[config.mk]
export PLATFORM = sky130hd
export DESIGN_NAME = opnd_sram_loader
export DESIGN_NICKNAME = d
export VERILOG_FILES = /design/src/rtl/opnd_sram_loader.sv
export SDC_FILE = /design/constraint.sdc
export NUM_CORES = 1
export LEC_CHECK = 0
export CAP_MARGIN = 20
export CORE_UTILIZATION = 40
export DETAILED_ROUTE_END_ITERATION = 10
export RECOVER_POWER = 50
export SETUP_SLACK_MARGIN = 0.02
export SYNTH_ARGS = -nofsm -noshare
export SYNTH_HDL_FRONTEND = slang
export SYNTH_SLANG_ARGS = --single-unit
[constraint.sdc]
create_clock -name CLK -period 5.4 [get_ports CLK]
set_input_delay 1.08 -clock CLK [delete_from_list [all_inputs] [get_ports CLK]]
set_output_delay 1.08 -clock CLK [all_outputs]
set_load 0.01 [all_outputs]
[src/rtl/opnd_sram_loader.sv]
// Packs a narrow operand stream into SRAM rows: matrix A -> operand-1 SRAM, then matrix B -> operand-2 SRAM.
// Row write lands one cycle after its last beat, with no bubbles; S_READY is high throughout LOAD1/LOAD2.
// SRAM_LOADER_AUTOSTART_EN adds KICK/WAIT (array START pulse, wait for IS_FINISHED); otherwise DONE follows the last write.
module opnd_sram_loader #(
    parameter int IN_BWIDTH     = 32,
    parameter int SRAM_BWIDTH   = 256,
    parameter int BEATS_PER_ROW = SRAM_BWIDTH / IN_BWIDTH,
    parameter int BEATS_LOG2    = 3,
    parameter int SRAM_AWIDTH   = 10
) (
    input  logic                   CLK,
    input  logic                   RST,
    input  logic                   LOAD_START,
    input  logic [SRAM_AWIDTH:0]   OPND1_NUM_ROWS_in,
    input  logic [SRAM_AWIDTH:0]   OPND2_NUM_ROWS_in,
    input  logic                   S_VALID,
    input  logic [IN_BWIDTH-1:0]   S_DATA,
    output logic                   S_READY,
    output logic [SRAM_AWIDTH-1:0] OPND1_SRAM_ADDR_out,
    output logic                   OPND1_SRAM_WEn_out,
    output logic [SRAM_BWIDTH-1:0] OPND1_SRAM_D_out,
    output logic [SRAM_AWIDTH-1:0] OPND2_SRAM_ADDR_out,
    output logic                   OPND2_SRAM_WEn_out,
    output logic [SRAM_BWIDTH-1:0] OPND2_SRAM_D_out,
    output logic                   SA_START_out,
    input  logic                   SA_IS_FINISHED_in,
    output logic                   BUSY_out,
    output logic                   DONE_out
);

`ifdef SRAM_LOADER_AUTOSTART_EN
    typedef enum logic [2:0] {ST_IDLE, ST_LOAD1, ST_LOAD2, ST_KICK, ST_WAIT} state_t;
`else
    typedef enum logic [1:0] {ST_IDLE, ST_LOAD1, ST_LOAD2} state_t;
    logic unused_finished;
    assign unused_finished = SA_IS_FINISHED_in;
`endif

    localparam int unsigned             MAX_ROWS_I = 1 << SRAM_AWIDTH;
    localparam logic [SRAM_AWIDTH:0]    MAX_ROWS   = MAX_ROWS_I[SRAM_AWIDTH:0];
    localparam logic [SRAM_AWIDTH:0]    ROW_ONE    = {{SRAM_AWIDTH{1'b0}}, 1'b1};
    localparam logic [BEATS_LOG2-1:0]   BEAT_ONE   = {{(BEATS_LOG2-1){1'b0}}, 1'b1};
    localparam logic [BEATS_LOG2-1:0]   LAST_BEAT  = BEATS_LOG2'(BEATS_PER_ROW - 1);

    state_t                 state_q, state_d;
    logic [BEATS_LOG2-1:0]  beat_q;
    logic [SRAM_AWIDTH:0]   row_cnt_q, cnt1_q, cnt2_q;
    logic [SRAM_BWIDTH-1:0] row_q, row_d;
    logic                   s_ready_q, busy_q, done_q, done_d, sa_start_q;
    logic [SRAM_AWIDTH-1:0] op1_addr_q, op2_addr_q;
    logic                   op1_wen_q, op2_wen_q;
    logic [SRAM_BWIDTH-1:0] op1_d_q, op2_d_q;

    logic                   accept, row_done, mat_done;
    logic [SRAM_AWIDTH:0]   cnt1_sat, cnt2_sat, last_row;

    always_comb begin
        accept   = s_ready_q & S_VALID;
        row_done = accept && (beat_q == LAST_BEAT);
        last_row = ((state_q == ST_LOAD2) ? cnt2_q : cnt1_q) - ROW_ONE;
        mat_done = row_done && (row_cnt_q == last_row);
        cnt1_sat = (OPND1_NUM_ROWS_in > MAX_ROWS) ? MAX_ROWS : OPND1_NUM_ROWS_in;
        cnt2_sat = (OPND2_NUM_ROWS_in > MAX_ROWS) ? MAX_ROWS : OPND2_NUM_ROWS_in;
        // Current beat is merged here so the last beat goes straight into the write data.
        row_d = row_q;
        row_d[int'(beat_q) * IN_BWIDTH +: IN_BWIDTH] = S_DATA;

        state_d = state_q;
        done_d  = 1'b0;
        case (state_q)
            ST_IDLE: if (LOAD_START) begin
                if (cnt1_sat != '0)      state_d = ST_LOAD1;
                else if (cnt2_sat != '0) state_d = ST_LOAD2;
`ifdef SRAM_LOADER_AUTOSTART_EN
                else                     state_d = ST_KICK;
`else
                else                     done_d  = 1'b1;
`endif
            end
            ST_LOAD1: if (mat_done) begin
                if (cnt2_q != '0) state_d = ST_LOAD2;
`ifdef SRAM_LOADER_AUTOSTART_EN
                else              state_d = ST_KICK;
`else
                else begin
                    state_d = ST_IDLE;
                    done_d  = 1'b1;
                end
`endif
            end
            ST_LOAD2: if (mat_done) begin
`ifdef SRAM_LOADER_AUTOSTART_EN
                state_d = ST_KICK;
`else
                state_d = ST_IDLE;
                done_d  = 1'b1;
`endif
            end
`ifdef SRAM_LOADER_AUTOSTART_EN
            ST_KICK: state_d = ST_WAIT;
            ST_WAIT: if (SA_IS_FINISHED_in) begin
                state_d = ST_IDLE;
                done_d  = 1'b1;
            end
`endif
            default: state_d = ST_IDLE;
        endcase
    end

    always_ff @(posedge CLK) begin
        if (RST) begin
            state_q    <= ST_IDLE;
            beat_q     <= '0;
            row_cnt_q  <= '0;
            cnt1_q     <= '0;
            cnt2_q     <= '0;
            row_q      <= '0;
            s_ready_q  <= 1'b0;
            busy_q     <= 1'b0;
            done_q     <= 1'b0;
            sa_start_q <= 1'b0;
            op1_addr_q <= '0;
            op2_addr_q <= '0;
            op1_wen_q  <= 1'b1;
            op2_wen_q  <= 1'b1;
            op1_d_q    <= '0;
            op2_d_q    <= '0;
        end else begin
            state_q   <= state_d;
            s_ready_q <= (state_d == ST_LOAD1) || (state_d == ST_LOAD2);
            busy_q    <= (state_d != ST_IDLE);
            done_q    <= done_d;
`ifdef SRAM_LOADER_AUTOSTART_EN
            sa_start_q <= (state_d == ST_KICK);
`else
            sa_start_q <= 1'b0;
`endif
            op1_wen_q <= 1'b1;
            op2_wen_q <= 1'b1;
            if ((state_q == ST_IDLE) && LOAD_START) begin
                cnt1_q    <= cnt1_sat;
                cnt2_q    <= cnt2_sat;
                row_cnt_q <= '0;
                beat_q    <= '0;
            end
            if (accept) begin
                row_q  <= row_d;
                beat_q <= row_done ? '0 : beat_q + BEAT_ONE;
                if (row_done) begin
                    row_cnt_q <= mat_done ? '0 : row_cnt_q + ROW_ONE;
                    if (state_q == ST_LOAD1) begin
                        op1_wen_q  <= 1'b0;
                        op1_addr_q <= row_cnt_q[SRAM_AWIDTH-1:0];
                        op1_d_q    <= row_d;
                    end else begin
                        op2_wen_q  <= 1'b0;
                        op2_addr_q <= row_cnt_q[SRAM_AWIDTH-1:0];
                        op2_d_q    <= row_d;
                    end
                end
            end
        end
    end

    assign S_READY             = s_ready_q;
    assign BUSY_out            = busy_q;
    assign DONE_out            = done_q;
    assign SA_START_out        = sa_start_q;
    assign OPND1_SRAM_ADDR_out = op1_addr_q;
    assign OPND1_SRAM_WEn_out  = op1_wen_q;
    assign OPND1_SRAM_D_out    = op1_d_q;
    assign OPND2_SRAM_ADDR_out = op2_addr_q;
    assign OPND2_SRAM_WEn_out  = op2_wen_q;
    assign OPND2_SRAM_D_out    = op2_d_q;

endmodule
==> run_1/cell_density.png <==
Bar = 100 µm. The die is cut into 28 by 28 equal tiles; white is low, dark blue is high, 0 to 100% covered.
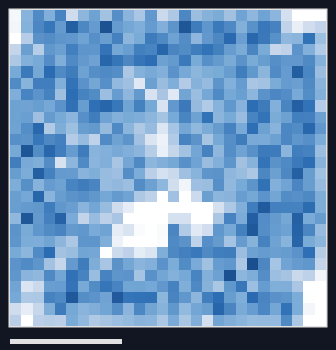
5.0% of the tiles are over 75% full. 4.1% of the tiles are nearly empty. The fullest tile reaches 88%. The mean over all tiles is 50%. The emptiest ninth of the die: centre.

==> run_1/power_grid.png <==
Bar = 100 µm. Pins as bars on the die edge. Tap cells in grey.
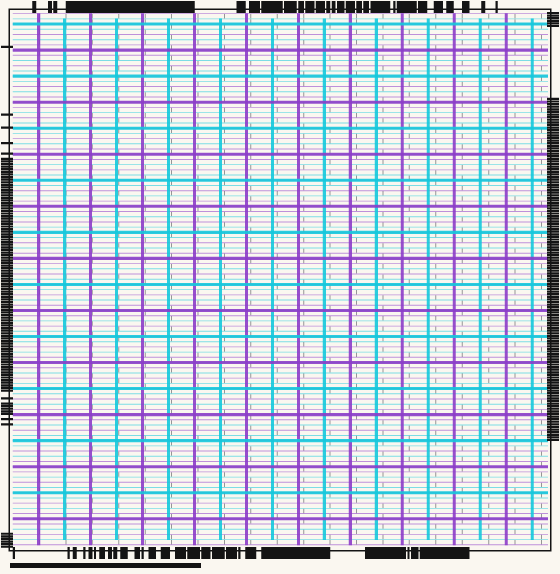
VSS: drawn in purple. VDD: drawn in cyan.
1,040 tap cells. 20 straps on met4. 103 met1 rails follow the rows.

==> run_1/placement.png <==
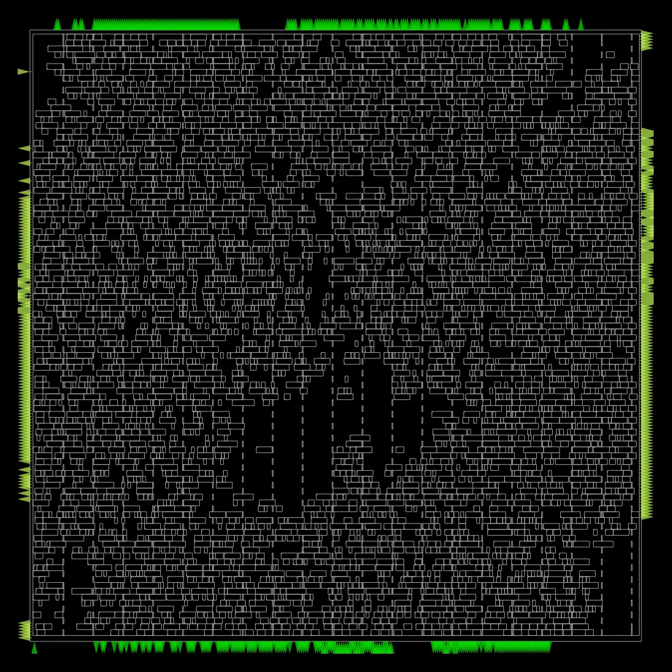
fill cell count: 7,520
tap cells: 1,040
num rows: 102

==> run_1/flops_by_reg.png <==
Bar = 100 µm. Other sequential cells in the stronger grey, the rest of the logic in the fainter grey.
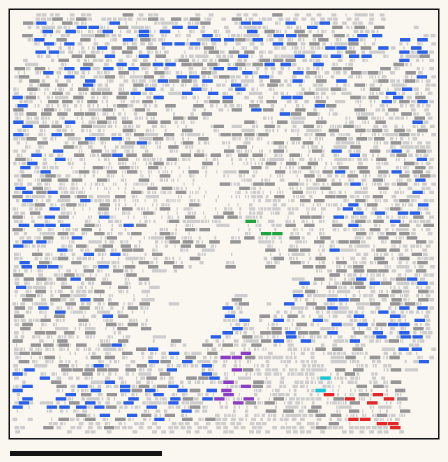
OPND2_SRAM_ADDR_out: drawn in red, flops 10, where lower right. OPND1_SRAM_D_out: drawn in blue, flops 256, where widely spread. state_q: drawn in cyan, flops 2. beat_q: drawn in green, flops 3. cnt1_q: drawn in purple, flops 11, where bottom centre.

==> impl_metrics.tcl, run 1 <==
# flow metrics
set metrics [dict create \
    dp_hpwl_mm 78.86 \
    syn_to_final_growth_pct 30.39 \
    flop_cell "dfxtp_1" \
    drv_slew 205 \
    cts-resized-gates 0 \
    critPathArrivalTime_ns 4.89 \
    ys_types 60 \
    p_int_uw 10050 \
    yosysTopAreaCell "dfxtp_1" \
    hold_buffers 0 \
    log.warning_count 47 \
    h-tree-depth 3 \
    critPathLaunchType "input pin" \
    netlist_instances 3639 \
    grt.overflow.total 0 \
    drv_cap 1 \
    cts_made_buffers 91 \
    dpl-instance-area_um2 38060 \
    grt_start_max_net_pins 205 \
    crit_start "S_VALID" \
    track_usage_pct 26.68 \
    synthAdderAreaFrac_pct 0.3988 \
    clkSinkCount 831 \
    clkbuf_count 134 \
    grt_pass1_wl_mm 159.9 \
    insertion_delay_ns 0.64 \
    routed_via_density 5.316 \
    drt_iter0_markers 1912 \
    diodes 0 \
    fin_setup_tns_ns 0 \
    violations "max-capacitance violations, max-slew violations" \
    utilization_pct 52.72 \
    synthTopLogicFamily "AND-OR/OR-AND gates" \
    synth_flops 831 \
    synthTopCellsByCount "nor2_1 (925), dfxtp_1 (831), a211oi_1 (705)" \
    gp_congestion 0.8622 \
    lay_top_count "nor2_1" \
    use_met3_pct 7.690 \
    status "finished with violations" \
    clock_cell_area_share_pct 7.047 \
    ios 597 \
]
## run 1: flip-flops by register name (all words and copies together) (netlist names)
signal	cells
OPND2_SRAM_D_out	256
beat_q	3
row_cnt_q	11
OPND1_SRAM_ADDR_out	10
state_q	2
OPND1_SRAM_D_out	256
cnt2_q	11
OPND1_SRAM_WEn_out	1
OPND2_SRAM_ADDR_out	10
row_q	256
BUSY_out	1
OPND2_SRAM_WEn_out	1
cnt1_q	11
S_READY	1
DONE_out	1
## run 1: worst max-delay path, delay by kind of cell
family / cells / cell delay, ns
AND-OR/OR-AND: 1 / 0.06
buffers and inverters: 4 / 3.16
AND/OR/NAND/NOR: 3 / 0.50
==> run 1 -> run 2 <==
- clock period: 5.4 -> 4.6 ns (I/O delays scaled with it)
==> run_2/power_grid.png <==
Bar = 100 µm. Pins as bars on the die edge. Tap cells in grey.
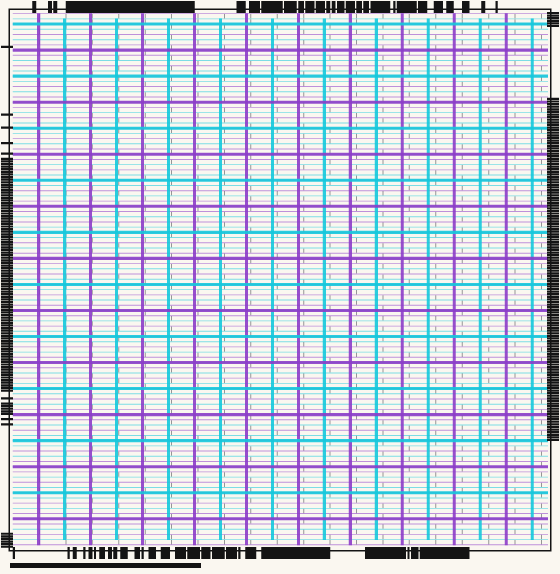
VSS: drawn in purple. VDD: drawn in cyan.
20 straps on met4. 597 signal pins sit on the boundary. The core has 102 rows. 1,040 tap cells.

==> impl_metrics.tcl, run 2 <==
# flow metrics
set metrics [dict create \
    status "finished with violations" \
    violations "max-capacitance violations, max-slew violations" \
    grt.overflow.total 0 \
    critPathArrivalTime_ns 4.48 \
    drv_slew 224 \
    clkbuf_count 138 \
    clock_cell_area_share_pct 7.473 \
    grt_start_max_net_pins 219 \
    drv_cap 3 \
    n_fill_cell 7457 \
    insertion_delay_ns 0.65 \
    dp_hpwl_mm 80.08 \
    critPathLaunchType "input pin" \
    timing.critical_path.buf_inv 3 \
    clkSinkCount 831 \
    log.warning_count 41 \
    utilization_pct 53.15 \
    fin_setup_tns_ns 0 \
    h-tree-depth 3 \
    diodes 0 \
    drt_iter0_markers 1870 \
    ios 597 \
    p_int_uw 12110 \
    cts_made_buffers 89 \
    flop_cell "dfxtp_1" \
    synthTopCellsByCount "nor2_1 (925), dfxtp_1 (831), a211oi_1 (705)" \
    cpLargestDelayFamily "simple AND/OR/NAND/NOR gates" \
    use_met3_pct 6.599 \
    track_usage_pct 26.68 \
    routed_via_density 5.279 \
]
## run 2: cell families after synthesis
kind of cell / synth area share [%]
AND-OR/OR-AND: 22.68
buffers and inverters: 4.068
flip-flops: 53.02
XOR/XNOR: 0.3350
other: 0.01195
AND/OR/NAND/NOR: 16.77
multiplexers: 2.712
adder cells (fa/ha/maj): 0.3988
## run 2: path summary, 6_finish.rpt
check,start,depth (start not counted),to
setup reg to reg,state_q[0],13,S_READY
hold / removal,OPND2_SRAM_ADDR_out[9],2,OPND2_SRAM_ADDR_out[9]
setup / recovery,S_VALID,8,OPND2_SRAM_D_out[9]
hold reg to reg,OPND2_SRAM_ADDR_out[9],2,OPND2_SRAM_ADDR_out[9]
